File: config.mk
export PLATFORM = sky130hd
export DESIGN_NAME = force_wb_arbiter
export DESIGN_NICKNAME = d
export VERILOG_FILES = /design/src/rtl/md_pkg.sv /design/src/rtl/wb_fifo.sv /design/src/rtl/force_wb_arbiter.sv
export SDC_FILE = /design/constraint.sdc
export NUM_CORES = 2
export LEC_CHECK = 0
export CORE_ASPECT_RATIO = 1.75
export CORE_UTILIZATION = 60
export CTS_CLUSTER_SIZE = 8
export DETAILED_ROUTE_END_ITERATION = 8
export PLACE_DENSITY_LB_ADDON = 0.05
export SETUP_SLACK_MARGIN = 0.1
export SLEW_MARGIN = 20
export SYNTH_ARGS = -nofsm -noshare
export SYNTH_HDL_FRONTEND = slang
export SYNTH_HIERARCHICAL = 1
export SYNTH_SLANG_ARGS = --single-unit
File: constraint.sdc
create_clock -name clk -period 15.2 [get_ports clk]
set_input_delay 3.8 -clock clk [delete_from_list [all_inputs] [get_ports clk]]
set_output_delay 3.8 -clock clk [all_outputs]
set_load 0.1 [all_outputs]
File: src/rtl/md_pkg.sv
// Shared types and default sizing for the force writeback arbiter.
package md_pkg;

  localparam int NUM_REQ_DEF    = 4;
  localparam int FIFO_DEPTH_DEF = 8;
  localparam int WB_ID_W        = 16;
  localparam int WB_FORCE_W     = 32;

  typedef struct packed {
    logic [WB_ID_W-1:0]    id;
    logic [WB_FORCE_W-1:0] force_val;
  } force_wb_t;

  typedef enum logic {
    COLLECT = 1'b0,
    DRAIN   = 1'b1
  } arb_state_t;

  // Round-robin successor of idx among n requesters.
  function automatic int rr_next(input int idx, input int n);
    return (idx + 1 >= n) ? 0 : idx + 1;
  endfunction

endpackage

File: src/rtl/wb_fifo.sv
// Synchronous FIFO, combinational head read; a push into a full FIFO is
// taken only when the same cycle pops, otherwise it is ignored here.
module wb_fifo
  import md_pkg::*;
#(
  parameter int DEPTH = FIFO_DEPTH_DEF
) (
  input  logic                       clk,
  input  logic                       rst,
  input  logic                       push_i,
  input  logic                       pop_i,
  input  force_wb_t                  din_i,
  output force_wb_t                  dout_o,
  output logic                       empty_o,
  output logic                       full_o,
  output logic [$clog2(DEPTH+1)-1:0] count_o
);

  localparam int AW = $clog2(DEPTH);
  localparam int CW = $clog2(DEPTH+1);

  force_wb_t     mem_q [DEPTH];
  logic [AW-1:0] wr_ptr_q, wr_ptr_d;
  logic [AW-1:0] rd_ptr_q, rd_ptr_d;
  logic [CW-1:0] count_q, count_d;
  logic          do_push, do_pop;

  assign empty_o = (count_q == '0);
  assign full_o  = (count_q == CW'(DEPTH));
  assign count_o = count_q;
  assign dout_o  = mem_q[rd_ptr_q];
  assign do_pop  = pop_i && !empty_o;
  assign do_push = push_i && (!full_o || do_pop);

  // DEPTH is a power of two, so natural pointer overflow is the exact wrap.
  always_comb begin
    wr_ptr_d = wr_ptr_q;
    rd_ptr_d = rd_ptr_q;
    if (do_push) wr_ptr_d = wr_ptr_q + AW'(1);
    if (do_pop)  rd_ptr_d = rd_ptr_q + AW'(1);
    count_d = count_q + CW'(do_push) - CW'(do_pop);
  end

  always_ff @(posedge clk) begin
    if (rst) begin
      wr_ptr_q <= '0;
      rd_ptr_q <= '0;
      count_q  <= '0;
    end else begin
      wr_ptr_q <= wr_ptr_d;
      rd_ptr_q <= rd_ptr_d;
      count_q  <= count_d;
    end
  end

  always_ff @(posedge clk) begin
    if (do_push) mem_q[wr_ptr_q] <= din_i;
  end

endmodule

File: src/rtl/force_wb_arbiter.sv
// Round-robin merge of per-requester writeback FIFOs onto one bus; 2-cycle latency,
// output register holds under bus_ready low. FORCE_WB_ARB_PERF_EN adds stall/xfer counters.
module force_wb_arbiter
  import md_pkg::*;
#(
  parameter int NUM_REQ    = NUM_REQ_DEF,
  parameter int FIFO_DEPTH = FIFO_DEPTH_DEF
) (
  input  logic                    clk,
  input  logic                    rst,
  input  force_wb_t [NUM_REQ-1:0] req_data,
  input  logic [NUM_REQ-1:0]      req_valid,
  input  logic [NUM_REQ-1:0]      req_done,
  output logic [NUM_REQ-1:0]      req_ready,
  output force_wb_t               bus_data,
  output logic                    bus_valid,
  input  logic                    bus_ready,
  output logic [NUM_REQ-1:0]      overflow,
  output logic                    all_done
`ifdef FORCE_WB_ARB_PERF_EN
  ,
  output logic [31:0]             stall_cnt,
  output logic [31:0]             xfer_cnt
`endif
);

  localparam int IW = (NUM_REQ > 1) ? $clog2(NUM_REQ) : 1;
  localparam int CW = $clog2(FIFO_DEPTH+1);

  force_wb_t          fifo_dout  [NUM_REQ];
  logic [CW-1:0]      fifo_count [NUM_REQ];
  logic [NUM_REQ-1:0] fifo_empty, fifo_full, pop;

  force_wb_t          bus_data_q, bus_data_d;
  logic               bus_valid_q, bus_valid_d;
  logic [IW-1:0]      rr_ptr_q, rr_ptr_d;
  logic [NUM_REQ-1:0] overflow_q, overflow_d;
  logic [NUM_REQ-1:0] done_seen_q, done_seen_d;
  arb_state_t         state_q, state_d;

  logic               load, grant_vld;
  logic [IW-1:0]      grant_idx, cand;

  for (genvar i = 0; i < NUM_REQ; i++) begin : g_fifo
    wb_fifo #(.DEPTH(FIFO_DEPTH)) u_fifo (
      .clk     (clk),
      .rst     (rst),
      .push_i  (req_valid[i]),
      .pop_i   (pop[i]),
      .din_i   (req_data[i]),
      .dout_o  (fifo_dout[i]),
      .empty_o (fifo_empty[i]),
      .full_o  (fifo_full[i]),
      .count_o (fifo_count[i])
    );
    // Two free slots keep one cycle of slack for the unhandshaked producer.
    assign req_ready[i] = (fifo_count[i] <= CW'(FIFO_DEPTH-2));
  end

  assign load = !bus_valid_q || bus_ready;

  always_comb begin
    grant_vld = 1'b0;
    grant_idx = '0;
    cand      = '0;
    for (int k = 0; k < NUM_REQ; k++) begin
      cand = IW'((int'(rr_ptr_q) + k) % NUM_REQ);
      if (!grant_vld && !fifo_empty[cand]) begin
        grant_vld = 1'b1;
        grant_idx = cand;
      end
    end
  end

  always_comb begin
    bus_valid_d = bus_valid_q;
    bus_data_d  = bus_data_q;
    rr_ptr_d    = rr_ptr_q;
    pop         = '0;
    if (load) begin
      bus_valid_d = grant_vld;
      if (grant_vld) begin
        bus_data_d     = fifo_dout[grant_idx];
        pop[grant_idx] = 1'b1;
        rr_ptr_d       = IW'(rr_next(int'(grant_idx), NUM_REQ));
      end
    end
  end

  assign overflow_d = overflow_q | (req_valid & fifo_full & ~pop);

  always_ff @(posedge clk) begin
    if (rst) begin
      bus_valid_q <= 1'b0;
      bus_data_q  <= '0;
      rr_ptr_q    <= '0;
      overflow_q  <= '0;
    end else begin
      bus_valid_q <= bus_valid_d;
      bus_data_q  <= bus_data_d;
      rr_ptr_q    <= rr_ptr_d;
      overflow_q  <= overflow_d;
    end
  end

  always_comb begin
    state_d     = state_q;
    done_seen_d = done_seen_q;
    all_done    = 1'b0;
    case (state_q)
      COLLECT: begin
        done_seen_d = done_seen_q | req_done;
        if (&done_seen_d) state_d = DRAIN;
      end
      DRAIN: begin
        if (&fifo_empty && !bus_valid_q) begin
          all_done    = 1'b1;
          done_seen_d = '0;
          state_d     = COLLECT;
        end
      end
      default: state_d = COLLECT;
    endcase
  end

  always_ff @(posedge clk) begin
    if (rst) begin
      state_q     <= COLLECT;
      done_seen_q <= '0;
    end else begin
      state_q     <= state_d;
      done_seen_q <= done_seen_d;
    end
  end

  assign bus_valid = bus_valid_q;
  assign bus_data  = bus_data_q;
  assign overflow  = overflow_q;

`ifdef FORCE_WB_ARB_PERF_EN
  logic [31:0] stall_cnt_q, xfer_cnt_q;

  always_ff @(posedge clk) begin
    if (rst) begin
      stall_cnt_q <= '0;
      xfer_cnt_q  <= '0;
    end else begin
      if (bus_valid_q && !bus_ready && (stall_cnt_q != '1)) stall_cnt_q <= stall_cnt_q + 32'd1;
      if (bus_valid_q && bus_ready && (xfer_cnt_q != '1))   xfer_cnt_q  <= xfer_cnt_q + 32'd1;
    end
  end

  assign stall_cnt = stall_cnt_q;
  assign xfer_cnt  = xfer_cnt_q;
`endif

endmodule
==> results.yml <==
# flow metrics
logic_synthesis:
  ys_sh_xor_pct: 0.0538
  yosys_cells: 2941
  floorplan.nets: 3178
  synthDistinctLibCells: 58
  synthArstFlopShare_pct: 0
  synth.top_cells.by_count: "1536 x sky130_fd_sc_hd__edfxtp_1, 372 x sky130_fd_sc_hd__mux4_2, 160 x sky130_fd_sc_hd__mux2_4"
  yosys-mux-area-fraction_pct: 19.3
  synth_sequential_area_ratio_pct: 74.2
die:
  floorplan.io_pins: 261
  core_region_area_um2: 107000
  die.size.y_um: 438
global_route:
  grt_pass1_wl_mm: 204
  track_usage_pct: 25.6
power:
  p_comb_share_pct: 22.1
  p_sw_share_pct: 28.3
  seqPwrFrac_pct: 43.5
  p_sw_mw: 3.67
  totalPowerFinal_mw: 13.0
route:
  detail_route.vias_per_cell: 6.26
  highest_layer: "met5"
  dr_total_vias: 30300
timing:
  maxSlewHeadroom_pct: 21.3
  timing_worst_slew_pin_value_ns: 1.18
  unrepaired_setup_endpoints_after_global_routing: "false"
layout:
  postLayoutCoreUtil_pct: 69.9
  syn2layout_area_growth_pct: 15.3
  fillerInstances: 6554
  postLayoutCellArea_um2: 75100
  final_layout_top_logic_cell: "sky130_fd_sc_hd__edfxtp_1"
setup_path:
  critPathArrivalTime_ns: 3.93
  regToRegStartpoint: "g_fifo[0].u_fifo/count_o[2]"
  r2r_end: "g_fifo[2].u_fifo/mem_q[4][25]"
clock_tree:
  cts_setup_buffers: 0
  cts-root-to-sink-buffers: 3
  cts.reportedPaths.clkPinSlew_ns: 0.05
min_path:
  hold-path-endpoint: "overflow[1]"
outcome:
  outcome: "completed"
==> layout make-up <==
| cell class | count | area share (%) |
|---|---|---|
| Multi-Input combinational cell | 1102 | 20.8 |
| Clock inverter | 13 | 0.225 |
| Tap cell | 1368 | 2.28 |
| Antenna cell | 5 | 0.0167 |
| Sequential cell | 1648 | 64.4 |
| Timing Repair Buffer | 311 | 3.98 |
| Clock buffer | 357 | 8.10 |
| Inverter | 35 | 0.175 |
==> worst max-delay path by stage <==
stage | from | endpoint | slack (ns) | cells after the start
final | g_fifo[0].u_fifo/count_o[2] | all_done | 7.47 | 6
after global routing | g_fifo[0].u_fifo/count_o[2] | all_done | 7.18 | 6
after CTS | g_fifo[0].u_fifo/count_o[2] | all_done | 7.44 | 6
after detailed placement | bus_ready | g_fifo[1].u_fifo/mem_q[4][32] | 7.83 | 8
after global placement | bus_ready | g_fifo[1].u_fifo/mem_q[4][28] | 8.02 | 8
after floorplan | bus_ready | g_fifo[2].u_fifo/mem_q[0][0] | 5.26 | 8
==> power groups by stage <==
stage	clock network (mW)	registers [mW]	logic (mW)
detailed placement	0	5.73	2.88
floorplan	0	5.96	1.88
global placement	0	5.69	2.81
global route	4.70	5.68	3.02
finish	4.45	5.64	2.87
CTS	4.53	5.65	2.89
==> cells by family (layout without fill, tap and decap cells) <==
logic type	Yosys count	in the layout
and+or+nand+nor	264	264
other	0	5
adders and majority gates	34	34
muxes	688	688
AOI/OAI and AO/OA	112	112
buffers and inverters	191	716
xor gates and xnor gates	4	4
DFF	1648	1648
==> worst min-delay path, cell delays in order (launching register included) <==
cell,delay (ns)
sky130_fd_sc_hd__dfxtp_1,0.30
sky130_fd_sc_hd__inv_1,0.05
sky130_fd_sc_hd__a21oi_1,0.05
==> images/placement_by_type.png <==
Scale bar: 100 um.
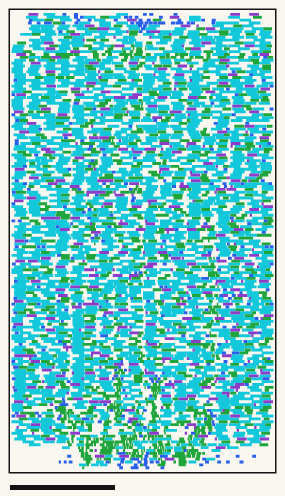
Purple shows clock drivers and dummy loads, cells 370, share of their area 8.5%. Blue shows other buffers and delay cells, cells 311, share of their area 4.1%. Cyan shows flops, cells 1648, share of their area 66%. Green shows combinational and other logic, cells 1137, share of their area 21%.

==> images/congestion.png <==
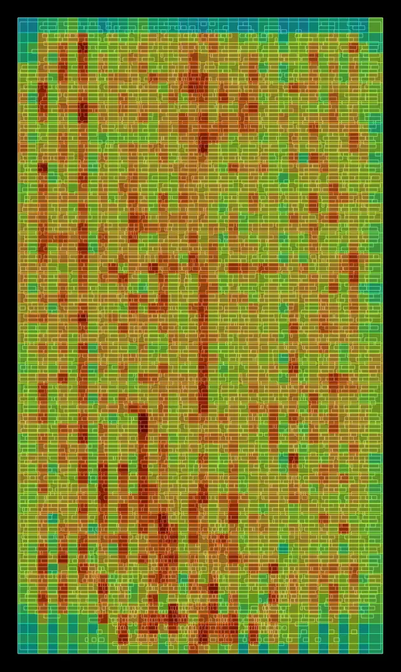
met1 demand-to-capacity share in global routing: 31.5%
layer with the highest usage after global routing: met2

==> images/sizes.png <==
Scale bar: 100 um.
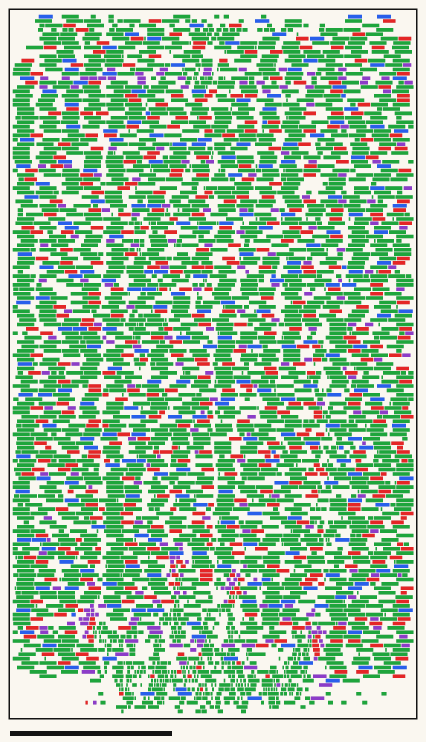
Purple shows _3 and _4 cells, cells 234. Green shows _0 and _1 cells, cells 2535. Red shows _2 cells, cells 460. Blue shows _6 and larger, cells 237.

==> images/by_instance.png <==
Scale bar: 100 um. Other cells in gray.
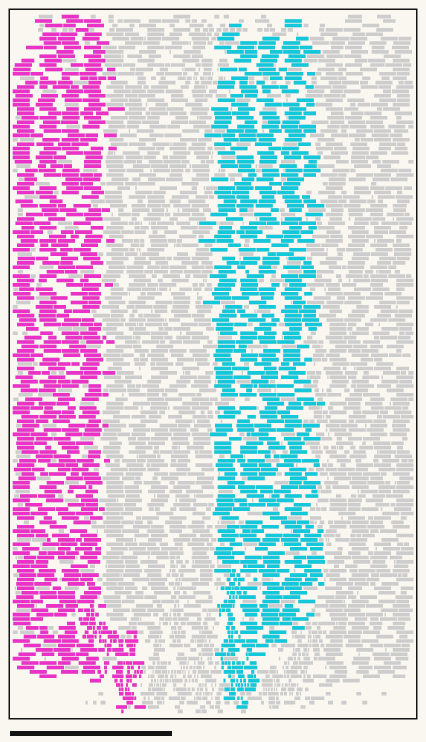
Cyan shows g_fifo[1].u_fifo, cells 628, where a vertical strip down the middle. Magenta shows g_fifo[0].u_fifo, cells 627, where a vertical strip on the left.
Another 2211 cells are not colored.

Power and IR drop assume default switching activity.
